**config.mk**
```make
export PLATFORM = sky130hd
export DESIGN_NAME = read_burst_sequencer_flat
export DESIGN_NICKNAME = d
export VERILOG_FILES = /design/src/rtl/read_burst_sequencer_if.sv /design/src/rtl/read_burst_sequencer.sv /design/src/flat_wrapper.sv
export SDC_FILE = /design/constraint.sdc
export NUM_CORES = 1
export LEC_CHECK = 0
export ABC_AREA = 1
export CELL_PAD_IN_SITES_DETAIL_PLACEMENT = 1
export CELL_PAD_IN_SITES_GLOBAL_PLACEMENT = 2
export CORE_MARGIN = 4
export CORE_UTILIZATION = 22
export CTS_CLUSTER_DIAMETER = 100
export DETAILED_ROUTE_END_ITERATION = 16
export PLACE_DENSITY = 0.81
export SKIP_CTS_REPAIR_TIMING = 1
export SYNTH_ARGS = -nofsm -noshare
export SYNTH_HDL_FRONTEND = slang
export SYNTH_SLANG_ARGS = --single-unit
```
**constraint.sdc**
```tcl
create_clock -name clk -period 3.3 [get_ports clk]
set_input_delay 0.66 -clock clk [delete_from_list [all_inputs] [get_ports clk]]
set_output_delay 0.66 -clock clk [all_outputs]
set_load 0.02 [all_outputs]
```
**src/rtl/read_burst_sequencer_if.sv**
```systemverilog
// Burst command and read-return signals between the read sequencer and the AXI read engine.
interface read_burst_sequencer_if #(
  parameter int ADDR_WIDTH = 33,
  parameter int DATA_WIDTH = 256,
  parameter int LEN_WIDTH  = 8
);
  logic                  start_read;
  logic [ADDR_WIDTH-1:0] read_addr;
  logic [LEN_WIDTH-1:0]  rburst;
  logic [DATA_WIDTH-1:0] read_data;
  logic                  read_ready;
  logic                  read_end;

  modport master (
    output start_read, read_addr, rburst,
    input  read_data, read_ready, read_end
  );

  modport slave (
    input  start_read, read_addr, rburst,
    output read_data, read_ready, read_end
  );
endinterface

```
**src/rtl/read_burst_sequencer.sv**
```systemverilog
// Breaks one read job into a strided sequence of fixed-length bursts and tallies the returned beats.
// Define READ_SEQ_CHECKSUM_EN to build the XOR data checksum; otherwise checksum is tied to zero.
module read_burst_sequencer #(
  parameter int ADDR_WIDTH = 33,
  parameter int DATA_WIDTH = 256,
  parameter int LEN_WIDTH  = 8,
  parameter int CNT_WIDTH  = 32
) (
  input  logic                  clk,
  input  logic                  resetn,
  input  logic                  cfg_start,
  input  logic [ADDR_WIDTH-1:0] cfg_base_addr,
  input  logic [ADDR_WIDTH-1:0] cfg_stride,
  input  logic [CNT_WIDTH-1:0]  cfg_num_bursts,
  input  logic [LEN_WIDTH-1:0]  cfg_burst,
  output logic                  busy,
  output logic                  done,
  output logic                  error,
  output logic [CNT_WIDTH-1:0]  beat_count,
  output logic [CNT_WIDTH-1:0]  cycle_count,
  output logic [DATA_WIDTH-1:0] checksum,
  read_burst_sequencer_if.master bus
);

  typedef enum logic [1:0] {
    S_IDLE  = 2'd0,
    S_ISSUE = 2'd1,
    S_WAIT  = 2'd2,
    S_DONE  = 2'd3
  } state_t;

  state_t                r_state;
  logic                  r_busy;
  logic                  r_done;
  logic                  r_error;
  logic                  r_start_read;
  logic [ADDR_WIDTH-1:0] r_read_addr;
  logic [ADDR_WIDTH-1:0] r_stride;
  logic [LEN_WIDTH-1:0]  r_rburst;
  logic [CNT_WIDTH-1:0]  r_num_bursts;
  logic [CNT_WIDTH-1:0]  r_burst_idx;
  logic [CNT_WIDTH-1:0]  r_burst_beats;
  logic [CNT_WIDTH-1:0]  r_beat_count;
  logic [CNT_WIDTH-1:0]  r_cycle_count;

  logic [CNT_WIDTH-1:0]  w_beats_this_burst;
  logic [CNT_WIDTH-1:0]  w_expected_beats;
  logic [CNT_WIDTH-1:0]  w_next_idx;
  logic [CNT_WIDTH-1:0]  w_cycle_next;

  // Beat count for the closing burst includes a beat arriving together with read_end.
  assign w_beats_this_burst = r_burst_beats + CNT_WIDTH'(bus.read_ready);
  assign w_expected_beats   = CNT_WIDTH'(r_rburst) + CNT_WIDTH'(1);
  assign w_next_idx         = r_burst_idx + CNT_WIDTH'(1);
  assign w_cycle_next       = (&r_cycle_count) ? r_cycle_count : r_cycle_count + CNT_WIDTH'(1);

`ifdef READ_SEQ_CHECKSUM_EN
  logic [DATA_WIDTH-1:0] r_checksum;

  function automatic logic [DATA_WIDTH-1:0] f_fold_beat(
    input logic [DATA_WIDTH-1:0] acc,
    input logic [DATA_WIDTH-1:0] beat
  );
    return acc ^ beat;
  endfunction

  assign checksum = r_checksum;
`else
  logic w_unused_data;
  assign w_unused_data = ^bus.read_data;
  assign checksum      = {DATA_WIDTH{1'b0}};
`endif

  // Job sequencing FSM with all externally visible results held in registers.
  always_ff @(posedge clk) begin
    if (!resetn) begin
      r_state       <= S_IDLE;
      r_busy        <= 1'b0;
      r_done        <= 1'b0;
      r_error       <= 1'b0;
      r_start_read  <= 1'b0;
      r_read_addr   <= {ADDR_WIDTH{1'b0}};
      r_stride      <= {ADDR_WIDTH{1'b0}};
      r_rburst      <= {LEN_WIDTH{1'b0}};
      r_num_bursts  <= {CNT_WIDTH{1'b0}};
      r_burst_idx   <= {CNT_WIDTH{1'b0}};
      r_burst_beats <= {CNT_WIDTH{1'b0}};
      r_beat_count  <= {CNT_WIDTH{1'b0}};
      r_cycle_count <= {CNT_WIDTH{1'b0}};
`ifdef READ_SEQ_CHECKSUM_EN
      r_checksum    <= {DATA_WIDTH{1'b0}};
`endif
    end else begin
      r_start_read <= 1'b0;
      r_done       <= 1'b0;
      case (r_state)
        S_IDLE: begin
          if (cfg_start) begin
            r_busy        <= 1'b1;
            r_read_addr   <= cfg_base_addr;
            r_stride      <= cfg_stride;
            r_rburst      <= cfg_burst;
            r_num_bursts  <= cfg_num_bursts;
            r_burst_idx   <= {CNT_WIDTH{1'b0}};
            r_burst_beats <= {CNT_WIDTH{1'b0}};
            r_beat_count  <= {CNT_WIDTH{1'b0}};
            r_cycle_count <= {CNT_WIDTH{1'b0}};
            r_error       <= 1'b0;
`ifdef READ_SEQ_CHECKSUM_EN
            r_checksum    <= {DATA_WIDTH{1'b0}};
`endif
            if (cfg_num_bursts == {CNT_WIDTH{1'b0}}) begin
              r_done  <= 1'b1;
              r_state <= S_DONE;
            end else begin
              r_start_read <= 1'b1;
              r_state      <= S_ISSUE;
            end
          end
        end
        S_ISSUE: begin
          r_cycle_count <= w_cycle_next;
          r_state       <= S_WAIT;
        end
        S_WAIT: begin
          r_cycle_count <= w_cycle_next;
          if (bus.read_ready) begin
            r_beat_count <= r_beat_count + CNT_WIDTH'(1);
`ifdef READ_SEQ_CHECKSUM_EN
            r_checksum   <= f_fold_beat(r_checksum, bus.read_data);
`endif
          end
          if (bus.read_end) begin
            if (w_beats_this_burst != w_expected_beats) begin
              r_error <= 1'b1;
            end
            r_burst_beats <= {CNT_WIDTH{1'b0}};
            r_burst_idx   <= w_next_idx;
            if (w_next_idx == r_num_bursts) begin
              r_done  <= 1'b1;
              r_state <= S_DONE;
            end else begin
              // Address arithmetic wraps naturally at the address width.
              r_read_addr  <= r_read_addr + r_stride;
              r_start_read <= 1'b1;
              r_state      <= S_ISSUE;
            end
          end else if (bus.read_ready) begin
            r_burst_beats <= w_beats_this_burst;
          end
        end
        S_DONE: begin
          r_busy  <= 1'b0;
          r_state <= S_IDLE;
        end
        default: begin
          r_busy  <= 1'b0;
          r_state <= S_IDLE;
        end
      endcase
    end
  end

  assign busy           = r_busy;
  assign done           = r_done;
  assign error          = r_error;
  assign beat_count     = r_beat_count;
  assign cycle_count    = r_cycle_count;
  assign bus.start_read = r_start_read;
  assign bus.read_addr  = r_read_addr;
  assign bus.rburst     = r_rburst;

endmodule

```
**src/flat_wrapper.sv**
```systemverilog
// flat-port wrapper written by rule: the top's interface ports become plain ports
module read_burst_sequencer_flat 
#(
  parameter int ADDR_WIDTH = 33,
  parameter int DATA_WIDTH = 256,
  parameter int LEN_WIDTH  = 8,
  parameter int CNT_WIDTH  = 32
)
  (clk, resetn, cfg_start, cfg_base_addr, cfg_stride, cfg_num_bursts, cfg_burst, busy, done, error, beat_count, cycle_count, checksum, bus_start_read, bus_read_addr, bus_rburst, bus_read_data, bus_read_ready, bus_read_end);
  read_burst_sequencer_if #(.ADDR_WIDTH(ADDR_WIDTH), .DATA_WIDTH(DATA_WIDTH), .LEN_WIDTH(LEN_WIDTH)) bus_i ();
  input  logic clk;
  input  logic resetn;
  input  logic cfg_start;
  input  logic [ADDR_WIDTH-1:0] cfg_base_addr;
  input  logic [ADDR_WIDTH-1:0] cfg_stride;
  input  logic [CNT_WIDTH-1:0] cfg_num_bursts;
  input  logic [LEN_WIDTH-1:0] cfg_burst;
  output logic busy;
  output logic done;
  output logic error;
  output logic [CNT_WIDTH-1:0] beat_count;
  output logic [CNT_WIDTH-1:0] cycle_count;
  output logic [DATA_WIDTH-1:0] checksum;
  output wire logic [$bits(bus_i.start_read)-1:0] bus_start_read;
  output wire logic [$bits(bus_i.read_addr)-1:0] bus_read_addr;
  output wire logic [$bits(bus_i.rburst)-1:0] bus_rburst;
  input wire logic [$bits(bus_i.read_data)-1:0] bus_read_data;
  input wire logic [$bits(bus_i.read_ready)-1:0] bus_read_ready;
  input wire logic [$bits(bus_i.read_end)-1:0] bus_read_end;
  assign bus_start_read = bus_i.start_read;
  assign bus_read_addr = bus_i.read_addr;
  assign bus_rburst = bus_i.rburst;
  assign bus_i.read_data = bus_read_data;
  assign bus_i.read_ready = bus_read_ready;
  assign bus_i.read_end = bus_read_end;
  read_burst_sequencer #(.ADDR_WIDTH(ADDR_WIDTH), .DATA_WIDTH(DATA_WIDTH), .LEN_WIDTH(LEN_WIDTH), .CNT_WIDTH(CNT_WIDTH)) u_core (.clk(clk), .resetn(resetn), .cfg_start(cfg_start), .cfg_base_addr(cfg_base_addr), .cfg_stride(cfg_stride), .cfg_num_bursts(cfg_num_bursts), .cfg_burst(cfg_burst), .busy(busy), .done(done), .error(error), .beat_count(beat_count), .cycle_count(cycle_count), .checksum(checksum), .bus(bus_i));
endmodule
```
Figure 1. Routed metal, one color a layer (run 1).
Bar = 100 um.
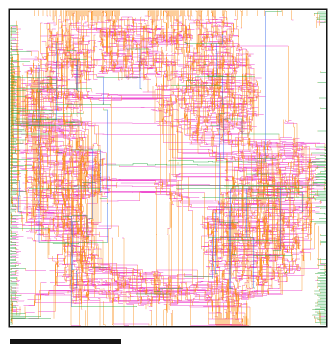
legend:
  magenta:
    layer: M1
    wire_length: 30.4 mm
  blue:
    layer: M4
    wire_length: 1,490 um
  green:
    layer: M3
    wire_length: 3,790 um
  orange:
    layer: M2
    wire_length: 31.0 mm
routed wire length: 66,610 um
global-route usage over all layers: 0.1580
detailed-route wire length per cell: 16.95 um
total via count in the routed design: 16,910

Figure 2. Routing congestion map (run 1).
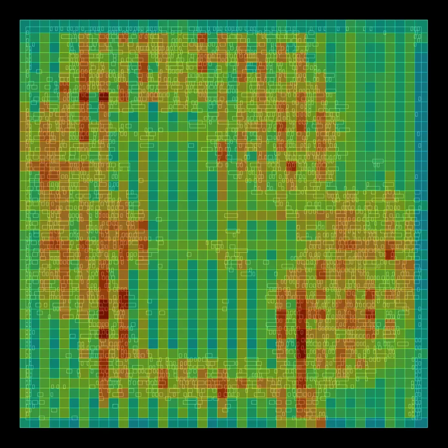
met1 usage in global routing: 0.2041
GRT met3 Usage: 0.02830

Figure 3. Wiring heat map (run 1).
Bar = 100 um. The die is cut into 28 by 28 equal tiles; dark blue is low, red is high, scaled to the fullest tile. Values are wire area over tile area, all layers added.
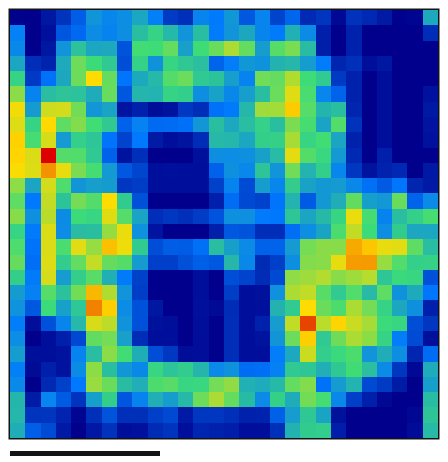
densest ninth of the die: west
fullest tile: 0.43
tiles over half the peak: 21%

==> results.py, run 1 <==
# Generated from Yosys and OpenROAD reports
metrics = {
    "route": {
        "route.met3.wl_um": 3787,
        "total_iterations_of_the_first_detailed_routing_run": 7,
        "ant_nets": 0,
        "via_per_inst": 4.304,
        "remaining_drc_errors": 0,
        "maxUsedRoutingLayer": "met4",
        "m1WireLength_um": 30370,
        "route.met2.wl_um": 30960,
    },
    "finish": {
        "area_dominant_class": "multi-input combinational cells",
        "design.seq.count": 240,
        "layout_top_cell": "sky130_fd_sc_hd__nand2_1",
        "area_growth_pct": 22.92,
        "seq_share": 0.2316,
        "clkbuf_count": 52,
        "insertedDiodeCount": 1,
        "regArea_um2": 4805,
        "fill_cells": 9593,
        "stdcell_area_um2": 20740,
        "nNetsFinal": 3280,
        "nonClkBufAreaFrac": 0.1230,
        "layout.non_clock_buffers": 260,
        "final-instance-count-excl-fill": 3929,
        "clock_cell_area_share": 0.06013,
        "final_layout_top_logic_cells": "sky130_fd_sc_hd__nand2_1 (668), sky130_fd_sc_hd__nor2_1 (346), sky130_fd_sc_hd__conb_1 (256)",
        "logic_gates": 2120,
        "drive_gt1_frac": 0.06763,
    },
    "sta": {
        "tightestPinTransition_ns": 0.6742,
        "timing.final.crit_period_ns": 2.999,
        "report.final.hold_viol_count": 0,
        "clock_skew_ns": 0.01897,
        "fin_tns_setup_ns": 0,
        "final.hold.worst_slack_ns": 0.4625,
        "timing.slew.headroom": 0.5471,
        "slew_violations": 0,
        "setup-violations-final": 0,
        "finalWorstSetupSlack_ns": 0.3007,
        "max_clock_freq_mhz": 333.4,
    },
    "setup_path": {
        "timing.critical_path.depth": 15,
        "r2r_setup_slack_ns": 0.30,
        "crit_slowest_cell": "sky130_fd_sc_hd__dfxtp_1",
        "worstSetupEndpointType": "register",
        "worst_path_dominant_cell_family": "simple AND/OR/NAND/NOR gates",
        "ff2ff_path_depth": 15,
        "crit_path_cell_trace": "ha_1 -> nand2_2 -> nor2_4 -> nand2_4 -> nor2_8 -> nand2_1 -> nand3_1 -> nand2_1 -> nor2_1 -> nand3_1 -> nor2_2 -> nand4_4 -> buf_4 -> nand3_1 -> a21oi_1",
        "regToRegStartpoint": "u_core.r_burst_idx[1]",
        "startpoint_type": "register",
        "buffer_and_inverter_tally_for_the_worst_setup_path": 1,
        "worst_path_max_fanout": 34,
        "most_frequent_cell_on_the_critical_path": "sky130_fd_sc_hd__nand3_1",
        "crit_path_end": "u_core.bus.read_addr[24]",
        "crit_type": "reg2reg",
        "worst-endpoint-arrival_ns": 3.40,
        "startpoint": "u_core.r_burst_idx[1]",
        "worstPathRequired_ns": 3.70,
        "worstReg2RegEnd": "u_core.bus.read_addr[24]",
    },
    "synthesis": {
        "synth.ff_latch_count": 240,
        "synthSimpleGateAreaFrac": 0.3536,
        "synth.yosys.warnings": 0,
        "yosys.cell_types.count": 55,
        "synth_top_cell_by_area": "sky130_fd_sc_hd__dfxtp_1",
        "synthDominantCellAreaShare": 0.2847,
        "post_synth_mux_area_share": 0,
        "post_synth_xor_area_fraction": 0.02165,
        "number_of_flops_mapped_to_enable_cells_by_yosys": 0,
        "ys_seq_share": 0.2847,
        "syn_avg_cell_area_um2": 6.385,
        "most_common_cell_in_the_netlist": "sky130_fd_sc_hd__nand2_1",
        "synth.area.top_cells": "sky130_fd_sc_hd__dfxtp_1 (28%), sky130_fd_sc_hd__nand2_1 (15%), sky130_fd_sc_hd__buf_4 (11%), sky130_fd_sc_hd__nor2_1 (7.7%), sky130_fd_sc_hd__a21oi_1 (5.6%)",
        "ys_sh_adder": 0.03158,
        "ys_chip_area_um2": 16880,
        "post_synth_most_frequent_cells": "sky130_fd_sc_hd__nand2_1 (669), sky130_fd_sc_hd__nor2_1 (348), sky130_fd_sc_hd__buf_4 (256), sky130_fd_sc_hd__dfxtp_1 (240), sky130_fd_sc_hd__inv_1 (206)",
        "yosysCellCount": 2643,
        "ys_async_sr_fraction": 0,
    },
    "grt": {
        "grt_max_degree": 100,
        "first_global_vias": 17310,
        "initial_antenna_violation_count": 3,
        "grt_overflow_total": 0,
        "grt_most_used_layer": "met2",
        "grt_first_pass_wirelength_um": 101400,
        "use_met2": 0.2717,
    },
    "pwr": {
        "p_total_w": 0.01328,
        "p_comb_w": 0.00551,
        "power.ir.vdd_worst_mv": 0.4449,
        "power.static_leakage_nw": 8.384,
        "netSwitchingPower_w": 0.005638,
        "pwr-share-clk": 0.305,
        "power.internal_w": 0.007646,
        "power_sequential_w": 0.00373,
        "comb_power_share": 0.415,
        "p_sw_frac": 0.4244,
        "dominant_power_group": "combinational logic",
        "power_per_cell_area_nw_per_um2": 640.3,
    },
    "floorplan": {
        "die_area_um2": 81210,
        "core_um2": 75950,
        "fp-utilization": 0.2222,
        "die_h_um": 285.0,
        "die.size.x_um": 285.0,
        "i_o_pin_cnt": 732,
        "tap_cells": 1030,
        "floorplan.rows": 101,
    },
    "min_path": {
        "hold_path.startpoint": "u_core.beat_count[31]",
        "whs_endpoint": "u_core.beat_count[31]",
        "whs_path_depth": 1,
        "timing.hold.worst.class": "reg2reg",
    },
    "status": {
        "run_status": "finished, final reports clean",
    },
    "cts": {
        "clkSinkCount": 240,
        "insertion_delay_of_the_later_clocked_pin_in_the_worst_skew_pair_ns": 0.55,
        "clk_pin_slew_ns": 0.05,
        "tritoncts_clock_tree": "yes",
        "buffers_from_clock_root_to_sink_at_most": 3,
        "cts_made_buffers": 36,
        "cts_htree_levels": 2,
        "cts_root_buffer": "sky130_fd_sc_hd__clkbuf_16",
    },
    "placement": {
        "dp_hpwl_um": 52230,
        "gp_routability_congestion": 0.8499,
        "numPortBuffers": 219,
        "dpl_cell_area_um2": 19480,
    },
    "job": {
        "warning_count": 284,
    },
}
--- run 2 (diff from run 1) ---
--- a/config.mk
+++ b/config.mk
@@ -14,6 +14,7 @@
 export DETAILED_ROUTE_END_ITERATION = 16
 export PLACE_DENSITY = 0.81
 export SKIP_CTS_REPAIR_TIMING = 1
+export SLEW_MARGIN = 20
 export SYNTH_ARGS = -nofsm -noshare
 export SYNTH_HDL_FRONTEND = slang
 export SYNTH_SLANG_ARGS = --single-unit
==> run 2 against run 1 <==
  * Global-route usage is the same
  * Utilization unchanged
  * Total power did not move
  * Setup slack did not move
  * Fmax did not move
  * Area after synthesis unchanged
  * Wire length stayed put
  * Hold slack stayed put
  * Sequential power hardly changed
  * Clock skew did not move
  * Final cell count is the same
==> results.py, run 2 <==
# Generated from Yosys and OpenROAD reports
metrics = {
    "status": {
        "run_status": "finished, final reports clean",
    },
    "finish": {
        "logic_area_um2": 10050,
        "logic_gates": 2120,
        "layout.non_clock_buffers": 260,
        "comb-cell-share": 0.4844,
        "seq_share": 0.2316,
        "area_growth_pct": 22.92,
        "design.seq.count": 240,
        "area_dominant_class": "multi-input combinational cells",
        "regArea_um2": 4805,
        "fill_cells": 9593,
        "drive_gt1_frac": 0.06763,
        "nonClkBufAreaFrac": 0.1230,
        "stdcell_area_um2": 20740,
        "clkbuf_count": 52,
        "final-instance-count-excl-fill": 3929,
        "clock_cell_area_share": 0.06013,
        "final_layout_top_logic_cells": "sky130_fd_sc_hd__nand2_1 (668), sky130_fd_sc_hd__nor2_1 (346), sky130_fd_sc_hd__conb_1 (256)",
        "nNetsFinal": 3280,
        "layout_top_cell": "sky130_fd_sc_hd__nand2_1",
        "insertedDiodeCount": 1,
    },
    "setup_path": {
        "worstPathRequired_ns": 3.70,
        "startpoint_type": "register",
        "crit_path_end": "u_core.bus.read_addr[24]",
        "worst_path_dominant_cell_family": "simple AND/OR/NAND/NOR gates",
        "worst-endpoint-arrival_ns": 3.40,
        "crit_slowest_cell": "sky130_fd_sc_hd__dfxtp_1",
        "buffer_and_inverter_tally_for_the_worst_setup_path": 1,
        "worstSetupEndpointType": "register",
        "most_frequent_cell_on_the_critical_path": "sky130_fd_sc_hd__nand3_1",
        "ff2ff_path_depth": 15,
        "cpPeakStageDelay_ns": 0.40,
        "worst_path_max_fanout": 34,
        "r2r_setup_slack_ns": 0.30,
        "startpoint": "u_core.r_burst_idx[1]",
        "timing.critical_path.depth": 15,
        "crit_path_cell_trace": "ha_1 -> nand2_2 -> nor2_4 -> nand2_4 -> nor2_8 -> nand2_1 -> nand3_1 -> nand2_1 -> nor2_1 -> nand3_1 -> nor2_2 -> nand4_4 -> buf_4 -> nand3_1 -> a21oi_1",
        "crit_type": "reg2reg",
        "regToRegStartpoint": "u_core.r_burst_idx[1]",
        "worstReg2RegEnd": "u_core.bus.read_addr[24]",
    },
    "floorplan": {
        "fp-utilization": 0.2222,
        "tap_cells": 1030,
        "i_o_pin_cnt": 732,
        "die_area_um2": 81210,
        "core_um2": 75950,
        "die.size.x_um": 285.0,
        "die_h_um": 285.0,
    },
    "cts": {
        "cts_made_buffers": 36,
        "insertion_delay_of_the_later_clocked_pin_in_the_worst_skew_pair_ns": 0.55,
        "clk_pin_slew_ns": 0.05,
        "buffers_from_clock_root_to_sink_at_most": 3,
        "cts_root_buffer": "sky130_fd_sc_hd__clkbuf_16",
        "clkSinkCount": 240,
        "cts_htree_levels": 2,
        "tritoncts_clock_tree": "yes",
    },
    "grt": {
        "grt_max_degree": 100,
        "gr-usage-all-layers": 0.1580,
        "initial_antenna_violation_count": 3,
        "grt_use_met3": 0.02830,
        "first_global_vias": 17310,
        "grt_most_used_layer": "met2",
        "grt_first_pass_wirelength_um": 101400,
        "grt_use_met1": 0.2041,
        "grt_overflow_total": 0,
        "use_met2": 0.2717,
    },
    "synthesis": {
        "synth_top_cell_by_area": "sky130_fd_sc_hd__dfxtp_1",
        "ys_seq_share": 0.2847,
        "post_synth_mux_area_share": 0,
        "syn_avg_cell_area_um2": 6.385,
        "postSynthCellCount": 2643,
        "synth.ff_latch_count": 240,
        "ys_sh_adder": 0.03158,
        "ys_async_sr_fraction": 0,
        "synth.yosys.warnings": 0,
        "logic_family": "simple AND/OR/NAND/NOR gates",
        "ys_dominant_reg_cell": "sky130_fd_sc_hd__dfxtp_1",
        "post_synth_most_frequent_cells": "sky130_fd_sc_hd__nand2_1 (669), sky130_fd_sc_hd__nor2_1 (348), sky130_fd_sc_hd__buf_4 (256), sky130_fd_sc_hd__dfxtp_1 (240), sky130_fd_sc_hd__inv_1 (206)",
        "synthSimpleGateAreaFrac": 0.3536,
        "yosysCellCount": 2643,
        "most_common_cell_in_the_netlist": "sky130_fd_sc_hd__nand2_1",
        "ys_chip_area_um2": 16880,
        "post_synth_xor_area_fraction": 0.02165,
        "synthDominantCellAreaShare": 0.2847,
        "yosys.cell_types.count": 55,
        "number_of_flops_mapped_to_enable_cells_by_yosys": 0,
        "synth.area.top_cells": "sky130_fd_sc_hd__dfxtp_1 (28%), sky130_fd_sc_hd__nand2_1 (15%), sky130_fd_sc_hd__buf_4 (11%), sky130_fd_sc_hd__nor2_1 (7.7%), sky130_fd_sc_hd__a21oi_1 (5.6%)",
    },
    "route": {
        "remaining_drc_errors": 0,
        "route.vias.total": 16910,
        "maxUsedRoutingLayer": "met4",
        "route.met2.wl_um": 30960,
        "m1WireLength_um": 30370,
        "ant_nets": 0,
        "total_iterations_of_the_first_detailed_routing_run": 7,
        "route.met3.wl_um": 3787,
        "route.detailed.wl_per_inst_um": 16.95,
        "routed_wire_length_um": 66610,
        "via_per_inst": 4.304,
    },
    "pwr": {
        "pwr-share-clk": 0.305,
        "power.ir.vdd_worst_mv": 0.4449,
        "power.internal_w": 0.007646,
        "power_per_cell_area_nw_per_um2": 640.3,
        "dominant_power_group": "combinational logic",
        "power_sequential_w": 0.00373,
        "comb_power_share": 0.415,
        "p_sw_frac": 0.4244,
        "p_total_w": 0.01328,
        "p_comb_w": 0.00551,
        "power.static_leakage_nw": 8.384,
        "netSwitchingPower_w": 0.005638,
    },
    "min_path": {
        "whs_endpoint": "u_core.beat_count[31]",
        "whs_path_depth": 1,
        "hold_path.startpoint": "u_core.beat_count[31]",
        "timing.hold.worst.class": "reg2reg",
    },
    "placement": {
        "gp_routability_congestion": 0.8499,
        "dp_slack_ns": 0.08031,
        "post-place-cells": 3863,
        "dp_hpwl_um": 52230,
        "numPortBuffers": 219,
        "dpl_cell_area_um2": 19480,
    },
    "sta": {
        "fin_tns_setup_ns": 0,
        "final.hold.worst_slack_ns": 0.4625,
        "finalWorstSetupSlack_ns": 0.3007,
        "timing.final.crit_period_ns": 2.999,
        "timing.slew.headroom": 0.5471,
        "setup-violations-final": 0,
        "report.final.hold_viol_count": 0,
        "final.period_utilization": 0.9089,
        "max_clock_freq_mhz": 333.4,
        "clock_skew_ns": 0.01897,
        "tightestPinTransition_ns": 0.6742,
        "slew_violations": 0,
    },
    "job": {
        "warning_count": 284,
    },
}
Figure 4. Wiring heat map (run 2).
Bar = 100 um. The die is cut into 28 by 28 equal tiles; dark blue is low, red is high, scaled to the fullest tile. Values are wire area over tile area, all layers added.
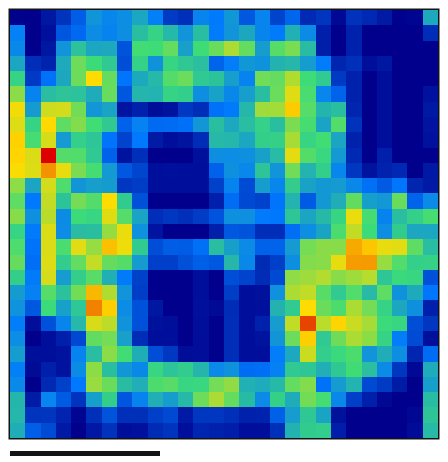
tiles over half the peak: 21%
densest ninth of the die: west
fullest tile: 0.43
emptiest ninth of the die: north-east

Figure 5. Cell classes on the final placement (run 2).
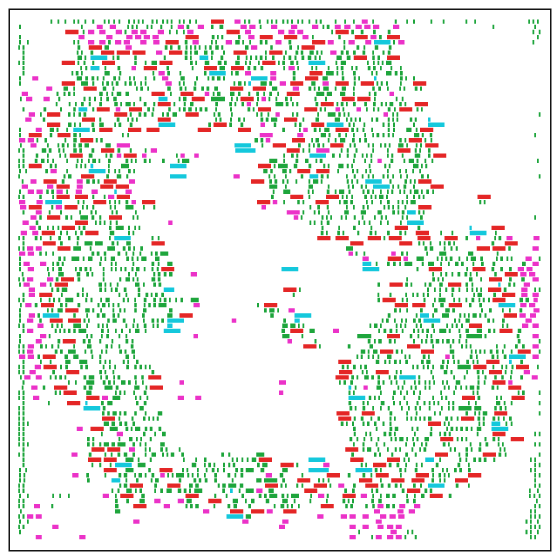
legend:
  green:
    class: remaining logic cells
    cells: 2,333
  magenta:
    class: remaining buffers and delay cells
    cells: 260
  cyan:
    class: clock drivers and dummy loads
    cells: 65
  red:
    class: registers
    cells: 240
final standard cell utilization of the core: 0.2731
FP Rows: 101

Power and IR drop assume default switching activity.
